**src/rtl/aud_pkg.sv**
```systemverilog
// Shared types and widths for the WM8731 audio capture/playback path.
package aud_pkg;

    localparam int AUD_DATA_W  = 16;
    localparam int SRAM_ADDR_W = 20;

    typedef enum logic [2:0] {
        S_IDLE,
        S_WAIT,
        S_SHIFT,
        S_WRITE,
        S_PAUSE
    } rec_state_t;

endpackage

```
**src/rtl/i2s_deserializer.sv**
```systemverilog
// I2S receive front end: LRC falling-edge detect plus an MSB-first shift of one channel word.
// Free-running on every LRC falling edge, so a stereo path can reuse it per channel.
module i2s_deserializer
    import aud_pkg::*;
#(
    parameter int DATA_W = AUD_DATA_W
) (
    input  logic              clk,
    input  logic              rst_n,
    input  logic              lrc,
    input  logic              data,
    output logic              fall,
    output logic              done,
    output logic [DATA_W-1:0] word
);

    localparam int CNT_W = $clog2(DATA_W);

    logic              lrc_q;
    logic              active;
    logic [CNT_W-1:0]  bit_cnt;
    logic [DATA_W-2:0] shreg;

    // done and word are combinational so the owner can register the sample on the LSB edge itself
    assign fall = lrc_q & ~lrc;
    assign done = active && (bit_cnt == CNT_W'(DATA_W - 1));
    assign word = {shreg, data};

    always_ff @(posedge clk) begin
        if (!rst_n) begin
            lrc_q   <= 1'b1;
            active  <= 1'b0;
            bit_cnt <= '0;
            shreg   <= '0;
        end else begin
            lrc_q <= lrc;
            if (fall) begin
                active  <= 1'b1;
                bit_cnt <= '0;
            end else if (active) begin
                shreg   <= {shreg[DATA_W-3:0], data};
                bit_cnt <= bit_cnt + CNT_W'(1);
                if (done) begin
                    active <= 1'b0;
                end
            end
        end
    end

endmodule

```
**src/rtl/aud_recorder.sv**
```systemverilog
// I2S line-in recorder: captures left-channel samples and issues one SRAM write per sample.
// Optional elapsed-seconds timer is enabled with `define AUD_RECORDER_TIMER_EN.
module aud_recorder
    import aud_pkg::*;
#(
    parameter int                ADDR_W      = SRAM_ADDR_W,
    parameter int                DATA_W      = AUD_DATA_W,
    parameter logic [ADDR_W-1:0] MAX_ADDR    = {ADDR_W{1'b1}},
    parameter int                SAMPLE_RATE = 32000
) (
    input  logic              i_clk,
    input  logic              i_rst_n,
    input  logic              i_lrc,
    input  logic              i_data,
    input  logic              i_start,
    input  logic              i_pause,
    input  logic              i_stop,
    output logic [ADDR_W-1:0] o_address,
    output logic [DATA_W-1:0] o_data,
    output logic              o_valid,
    output logic              o_busy,
    output logic              o_full,
    output logic [5:0]        o_record_time
);

    rec_state_t        state;
    logic              pause_pend;
    logic              lrc_fall;
    logic              word_done;
    logic [DATA_W-1:0] word;
    logic              start_idle;

    i2s_deserializer #(
        .DATA_W (DATA_W)
    ) u_deser (
        .clk   (i_clk),
        .rst_n (i_rst_n),
        .lrc   (i_lrc),
        .data  (i_data),
        .fall  (lrc_fall),
        .done  (word_done),
        .word  (word)
    );

    // stop outranks start even in idle so a colliding pair never begins a recording
    assign start_idle = (state == S_IDLE) && i_start && !i_stop;
    assign o_busy     = (state != S_IDLE);

    always_ff @(posedge i_clk) begin
        if (!i_rst_n) begin
            state      <= S_IDLE;
            pause_pend <= 1'b0;
            o_address  <= '0;
            o_data     <= '0;
            o_valid    <= 1'b0;
            o_full     <= 1'b0;
        end else begin
            o_valid <= 1'b0;
            case (state)
                S_IDLE: begin
                    if (start_idle) begin
                        o_address  <= '0;
                        o_full     <= 1'b0;
                        pause_pend <= 1'b0;
                        state      <= S_WAIT;
                    end
                end
                S_WAIT: begin
                    if (i_stop) begin
                        state <= S_IDLE;
                    end else if (i_pause) begin
                        pause_pend <= 1'b0;
                        state      <= S_PAUSE;
                    end else if (lrc_fall) begin
                        state <= S_SHIFT;
                    end
                end
                S_SHIFT: begin
                    if (i_stop) begin
                        pause_pend <= 1'b0;
                        state      <= S_IDLE;
                    end else begin
                        if (i_pause) begin
                            pause_pend <= 1'b1;
                        end
                        if (word_done) begin
                            o_data  <= word;
                            o_valid <= 1'b1;
                            state   <= S_WRITE;
                        end
                    end
                end
                S_WRITE: begin
                    // the strobe is already out, so the address advances even on a stop
                    pause_pend <= 1'b0;
                    if (o_address == MAX_ADDR) begin
                        o_full <= 1'b1;
                        state  <= S_IDLE;
                    end else begin
                        o_address <= o_address + ADDR_W'(1);
                        if (i_stop) begin
                            state <= S_IDLE;
                        end else if (pause_pend || i_pause) begin
                            state <= S_PAUSE;
                        end else begin
                            state <= S_WAIT;
                        end
                    end
                end
                S_PAUSE: begin
                    if (i_stop) begin
                        state <= S_IDLE;
                    end else if (i_start) begin
                        state <= S_WAIT;
                    end
                end
                default: state <= S_IDLE;
            endcase
        end
    end

`ifdef AUD_RECORDER_TIMER_EN
    localparam int TCNT_W = $clog2(SAMPLE_RATE + 1);

    logic [TCNT_W-1:0] sample_cnt;

    always_ff @(posedge i_clk) begin
        if (!i_rst_n) begin
            sample_cnt    <= '0;
            o_record_time <= '0;
        end else if (start_idle) begin
            sample_cnt    <= '0;
            o_record_time <= '0;
        end else if (state == S_WRITE) begin
            if (sample_cnt == TCNT_W'(SAMPLE_RATE - 1)) begin
                sample_cnt <= '0;
                if (o_record_time != 6'd63) begin
                    o_record_time <= o_record_time + 6'd1;
                end
            end else begin
                sample_cnt <= sample_cnt + TCNT_W'(1);
            end
        end
    end
`else
    assign o_record_time = 6'd0;
`endif

endmodule
```
**config.mk**
```make
export PLATFORM = sky130hd
export DESIGN_NAME = aud_recorder
export DESIGN_NICKNAME = d
export VERILOG_FILES = /design/src/rtl/aud_pkg.sv /design/src/rtl/i2s_deserializer.sv /design/src/rtl/aud_recorder.sv
export SDC_FILE = /design/constraint.sdc
export NUM_CORES = 1
export LEC_CHECK = 0
export CORE_UTILIZATION = 55
export DETAILED_ROUTE_END_ITERATION = 7
export DONT_BUFFER_PORTS = 1
export PLACE_DENSITY_LB_ADDON = 0.05
export SYNTH_ARGS = -nofsm -noshare
export SYNTH_HDL_FRONTEND = slang
export SYNTH_HIERARCHICAL = 1
export SYNTH_SLANG_ARGS = --single-unit
```
**constraint.sdc**
```tcl
create_clock -name i_clk -period 2.4 [get_ports i_clk]
set_input_delay 0.36 -clock i_clk [delete_from_list [all_inputs] [get_ports i_clk]]
set_output_delay 0.36 -clock i_clk [all_outputs]
set_load 0.02 [all_outputs]
```
==> images/power_grid.png <==
Scale bar: 20 um. Pins as bars on the die edge.
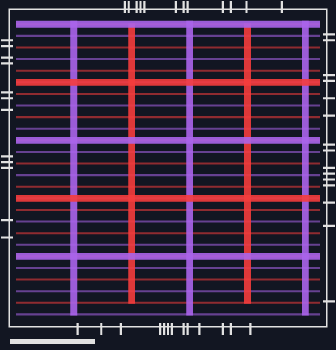
color	net
purple	VSS
red	VDD
rows	25
met1 rails	26

==> images/placement_by_type.png <==
Fill, decap, tap and diode cells in gray.
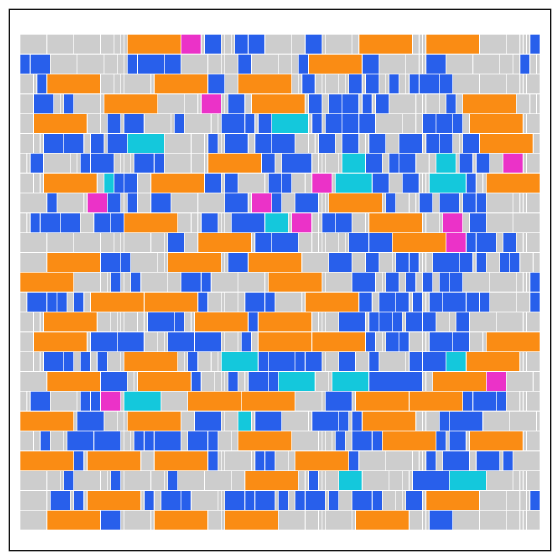
color	class	cells
magenta	other buffers and delay cells	11
cyan	clock drivers and dummy loads	16
orange	flops	63
blue	combinational and other logic	250

==> results.json <==
{
  "sw_frac_of_total_pct": 25.18,
  "yosysWarnings": 6,
  "switchingPower_mw": 0.4941,
  "synthArstFlopShare_pct": 0,
  "crit_cells": 5,
  "top_register": "o_address",
  "die_area_um2": 5486,
  "cts-root-buf": "clkbuf_8",
  "initCoreUtil_pct": 58.92,
  "ant_nets": 0,
  "path_buffers": 0,
  "max-slew-margin-rel_pct": 59.37,
  "top_area_share_pct": 44.15,
  "min_path_type": "in -> reg",
  "routed_via_density": 5.636,
  "grt_pass1_vias": 2080,
  "grt_antenna_before_repair": 0,
  "cts_buffers": 9,
  "syn_area_um2": 2856,
  "warnings": 26,
  "routed_wl_mm": 5.580,
  "crit_path_end": "o_address[13]",
  "wl_met1_mm": 2.727,
  "ys_sh_aoi_pct": 13.32,
  "crit_chain": "or4b_1 > a21o_1 > a2111o_1 > or4_1 > a21oi_1",
  "grt_use_total_pct": 22.60,
  "placed_area_um2": 2883,
  "nNetsFinal": 344,
  "topRoutingLayerUsed": "met4",
  "syn_inst": 333,
  "final_common_cell": "nand2_1",
  "r2r-start": "state[0]",
  "synthFlopType": "dfxtp_1",
  "layout_top_cells": "69 x nand2_1, 63 x dfxtp_1, 19 x nor2_1, 19 x a21oi_1, 19 x mux2i_1",
  "status": "finished clean",
  "min_from": "i_rst_n",
  "clock_path_buffers": 2,
  "drc": 0,
  "common_cells": "69 x nand2_1, 63 x dfxtp_1, 19 x a21oi_1, 19 x mux2i_1, 19 x nor2_1",
  "fin_area_um2": 3057,
  "core_area_um2": 4848,
  "grt-ovfl-total": 0,
  "clockPowerShare_pct": 41.1,
  "largest_reg_flops": 20,
  "reg2reg_to": "o_address[13]",
  "dp_slack_ps": 145.9,
  "io_buffers": 0,
  "fin_crit_sh_pct": 93.06,
  "n_antenna_cell": 0,
  "met1_usage_pct": 29.25,
  "die_h_um": 74.07,
  "insertion_delay_ps": 340,
  "reg_top3": "o_address x20, o_data x16, u_deser/shreg x15",
  "setup_tns_ps": 0,
  "drive_gt1_share_pct": 8.824,
  "h-tree-depth": 3,
  "busiest_layer": "met2",
  "postCtsHoldBufs": 0,
  "adder_share_pct": 0.8760,
  "cp-startpoint": "state[0]",
  "top_logic_kind": "simple AND/OR/NAND/NOR gates",
  "worst-setup-path-type": "reg -> reg",
  "ys_seq_share_pct": 44.15,
  "ys.flops": 63,
  "areaGrowthSynthToFinish_pct": 7.008,
  "grt_pass1_wl_mm": 9.384,
  "ir_worst_vdd_mv": 0.4871,
  "edf_count": 0,
  "leakagePower_nw": 1.129,
  "ys_sh_simple_pct": 26.37,
  "use_met2_pct": 33.64,
  "wire_per_inst_um": 13.71,
  "stdcell_count": 407,
  "finalMaxSlewViolations": 0,
  "fin_crit_ps": 2233,
  "powerDensity_nw_per_um2": 642.0,
  "p_total_mw": 1.962,
  "synth_top_cell_by_area": "dfxtp_1",
  "wl_met3_um": 321,
  "grtUsageMet3_pct": 8.672,
  "p_seq_share_pct": 53.8,
  "arrival_ps": 2500,
  "slowest_stage": "or4b_1",
  "rsz0062_at_grt": "false",
  "cp_top_family": "simple AND/OR/NAND/NOR gates",
  "ys_area_um2": 2856,
  "yosysUniqueCellTypes": 46,
  "die_w_um": 74.07,
  "setup_ws_ps": 166.5,
  "hold_path_end": "u_deser/lrc_q",
  "rows": 25,
  "ys_cells": 333,
  "tightest_slew_ps": 607.9,
  "dp_hpwl_mm": 3.860,
  "finalClockSkew_ps": 10.45,
  "reg2reg_depth": 5,
  "avgSynthCellArea_um2": 8.578,
  "crit_fanout": 12,
  "post_cts_buffers": 0,
  "end_kind": "flop",
  "cts_tree": "built",
  "cell_internal_pwr_mw": 1.468,
  "gp_congestion": 0.7887,
  "critPathMaxStageDelay_ps": 510,
  "holdWs_ps": 98.75,
  "combPwrFrac_pct": 5.1,
  "whs_path_depth": 1,
  "cts_resized": 0,
  "mux_share_pct": 6.658,
  "path_clk_slew_ps": 70,
  "setup_viol": 0,
  "synth.most_common_cell": "nand2_1",
  "maxCapViolCount": 0,
  "final_util_pct": 63.05,
  "critPathRequiredTime_ps": 2670,
  "num_vias": 2294,
  "fillerInstances": 443,
  "finalHoldViolCount": 0,
  "drt_iter0_markers": 120,
  "max_freq_ghz": 0.4477,
  "synth.area.top_cells": "dfxtp_1 44%, nand2_1 9.1%, mux2i_1 6.7%",
  "worstSetupStartpointType": "flop",
  "io_pins": 52,
  "cts_sinks": 63,
  "place_inst": 391,
  "wl_met2_mm": 2.448,
  "dr.pass1.iters": 4,
  "xor_share_pct": 2.146,
  "grt_max_degree": 46,
  "r2r_slack_ps": 170
}
==> images/clk_routes.png <==
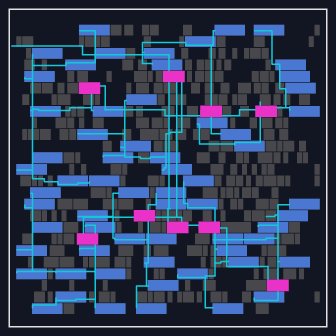
[magenta] clock drivers | count: 9
[blue] flip-flops | count: 63
[cyan] clock wires | length: 775 um
routed clock nets	10
flops lie	widely spread

==> images/wires.png <==
Scale bar: 20 um. Only two layers are drawn.
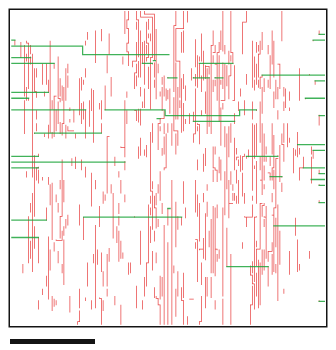
color	layer	wire length
green	metal 3	321 um
red	metal 2	2450 um

layout make-up:
| type | count | area (um^2) | share of cell area [%] |
|---|---|---|---|
| clock inverter | 6 | 46.29 | 1.515 |
| sequential | 63 | 1261 | 41.26 |
| multi-input combinational | 244 | 1433 | 46.87 |
| timing repair buffer | 11 | 82.58 | 2.702 |
| inverter | 6 | 22.52 | 0.7368 |
| tap | 67 | 83.83 | 2.743 |
| clock buffer | 10 | 127.6 | 4.175 |
power by group through the flow:
stage               Sequential (mW)  Combinational (mW)  Clock (mW)
detailed placement             1.08               0.100           0
global route                   1.06               0.111       0.869
CTS                            1.06               0.100       0.829
finish                         1.06               0.100       0.806
floorplan                      1.08               0.110           0
global placement               1.08              0.0993           0
Power and IR drop assume default switching activity.
